File: src/rtl/sseg_mux4.sv
// Four-digit seven-segment scan controller: rotates through the digits of a
// double-buffered BCD value, driving active-low anodes, BCD code and decimal point.
module sseg_mux4 #(
  parameter int DIV      = 100000,
  parameter bit BLANK_LZ = 1'b1
) (
  input  logic        clk,
  input  logic        rst,
  input  logic [15:0] digits_in,
  input  logic [3:0]  dp_in,
  input  logic        load,
  output logic        pending,
  output logic [3:0]  an,
  output logic [3:0]  bcd,
  output logic        dp
);

  localparam int CW = $clog2(DIV);
  localparam logic [CW-1:0] LAST = CW'(DIV - 1);

  logic [CW-1:0] cnt;
  logic [1:0]    idx;
  logic [1:0]    idx_nxt;
  logic [19:0]   shadow;
  logic [19:0]   disp;
  logic [19:0]   disp_nxt;
  logic          tick;
  logic          apply;
  logic [3:0]    blank;
  logic [3:0]    dig_nxt;
  logic          dpreq_nxt;

  // Outputs are computed from the index and display value as they will be
  // after this edge, so the new value appears exactly on the 3->0 wrap.
  always_comb begin
    tick     = (cnt == LAST);
    apply    = tick && (idx == 2'd3) && pending;
    idx_nxt  = idx + 2'd1;
    disp_nxt = apply ? shadow : disp;

    blank[0] = 1'b0;
    blank[3] = BLANK_LZ && (disp_nxt[19:16] == 4'h0);
    blank[2] = blank[3] && (disp_nxt[15:12] == 4'h0);
    blank[1] = blank[2] && (disp_nxt[11:8] == 4'h0);

    dig_nxt   = 4'h0;
    dpreq_nxt = 1'b0;
    case (idx_nxt)
      2'd0: begin dig_nxt = disp_nxt[7:4];   dpreq_nxt = disp_nxt[0]; end
      2'd1: begin dig_nxt = disp_nxt[11:8];  dpreq_nxt = disp_nxt[1]; end
      2'd2: begin dig_nxt = disp_nxt[15:12]; dpreq_nxt = disp_nxt[2]; end
      default: begin dig_nxt = disp_nxt[19:16]; dpreq_nxt = disp_nxt[3]; end
    endcase
  end

  always_ff @(posedge clk) begin
    if (rst) begin
      cnt     <= '0;
      idx     <= 2'd0;
      shadow  <= '0;
      disp    <= '0;
      pending <= 1'b0;
      an      <= 4'b1110;
      bcd     <= 4'h0;
      dp      <= 1'b1;
    end else begin
      cnt <= tick ? '0 : cnt + 1'b1;

      if (apply)
        disp <= shadow;

      // A coincident load is captured after the apply has taken the old shadow.
      if (load) begin
        shadow  <= {digits_in, dp_in};
        pending <= 1'b1;
      end else if (apply) begin
        pending <= 1'b0;
      end

      if (tick) begin
        idx <= idx_nxt;
        if (blank[idx_nxt]) begin
          an  <= 4'b1111;
          bcd <= 4'h0;
          dp  <= 1'b1;
        end else begin
          an  <= ~(4'b0001 << idx_nxt);
          bcd <= dig_nxt;
          dp  <= ~dpreq_nxt;
        end
      end
    end
  end

endmodule

File: config.mk
export PLATFORM = sky130hd
export DESIGN_NAME = sseg_mux4
export DESIGN_NICKNAME = d
export VERILOG_FILES = /design/src/rtl/sseg_mux4.sv
export SDC_FILE = /design/constraint.sdc
export NUM_CORES = 1
export LEC_CHECK = 0
export ABC_AREA = 1
export CORE_UTILIZATION = 35
export CTS_BUF_LIST = sky130_fd_sc_hd__clkbuf_16
export CTS_CLUSTER_DIAMETER = 150
export DETAILED_ROUTE_END_ITERATION = 16
export PLACE_DENSITY = 0.62
export REMOVE_ABC_BUFFERS = 1
export SETUP_SLACK_MARGIN = 0.2
export SYNTH_ARGS = -nofsm -noshare
export SYNTH_HDL_FRONTEND = slang
export SYNTH_SLANG_ARGS = --single-unit
export TNS_END_PERCENT = 5
File: constraint.sdc
create_clock -name clk -period 2.1 [get_ports clk]
set_input_delay 0.525 -clock clk [delete_from_list [all_inputs] [get_ports clk]]
set_output_delay 0.525 -clock clk [all_outputs]
set_load 0.01 [all_outputs]
Figure 1. Clock distribution.
Bar = 20 um.
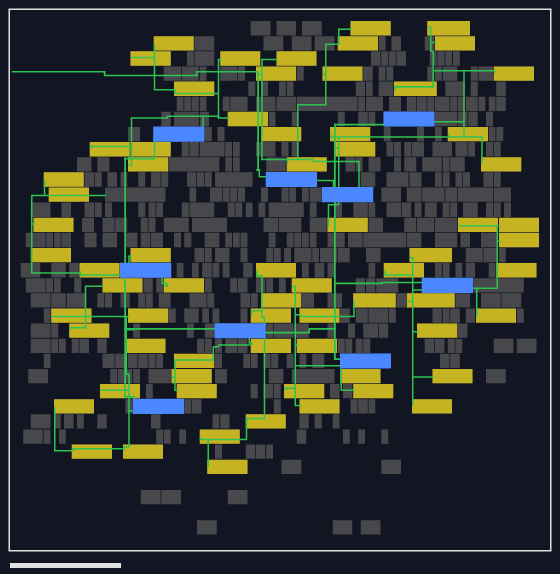
- flip-flops: yellow (count 69)
- clock wires: green (length 859 um)
- clock-net drivers: blue (count 9)
- flops lie: all over the die

Figure 2. Logic cells by family.
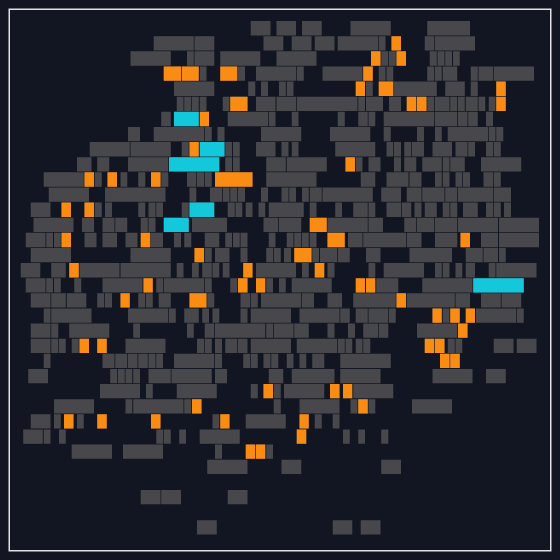
- fa/ha/maj cells: cyan (cells 6)
- aoi and oai cells: orange (cells 64; where all over the die)

==> results.json <==
{
  "status": "finished, final reports clean",
  "crit_fanout": 9,
  "core-area_sq_um": 8721,
  "slowest_delay_ns": 0.60,
  "nNonClkInverters": 45,
  "taps": 108,
  "pg_clk_mw": 1.55,
  "holdPathEnd": "bcd[1]",
  "first_pass_iters": 4,
  "hold_class": "reg2reg",
  "lay_top_count": "nor2_1",
  "worstSetupPathType": "reg2out",
  "post-cts-setup-buffers": 6,
  "postCtsHoldBufs": 0,
  "synth.cellmix.simpleShare_pct": 34.29,
  "setup.worst_path.end": "pending",
  "crit_slowest_cell": "clkdlybuf4s50_1",
  "port_buffers": 32,
  "largest_class": "multi-input combinational cells",
  "setup_tns_ns": 0,
  "ys_seq_share_pct": 43.62,
  "fin_area_sq_um": 4185,
  "ir_worst_vdd_v": 0.0004528,
  "stdcell_count": 600,
  "internal_power_mw": 2.441,
  "clock_buffer_count": 9,
  "cts_sinks": 69,
  "logic_gates": 307,
  "dieHeight_um": 97.12,
  "area_growth_pct": 32.16,
  "drive_gt1_share_pct": 20.53,
  "die_x_um": 97.12,
  "cts_tree": "done",
  "cts_root_buffer": "clkbuf_16",
  "comb_area_sq_um": 1677,
  "ctsResizeCount": 19,
  "detail-route-antenna-nets": 0,
  "synthAoiAreaFrac_pct": 11.46,
  "ys_sh_xor_pct": 1.106,
  "final_max_slew_viol_count": 0,
  "syn_area_sq_um": 3167
}
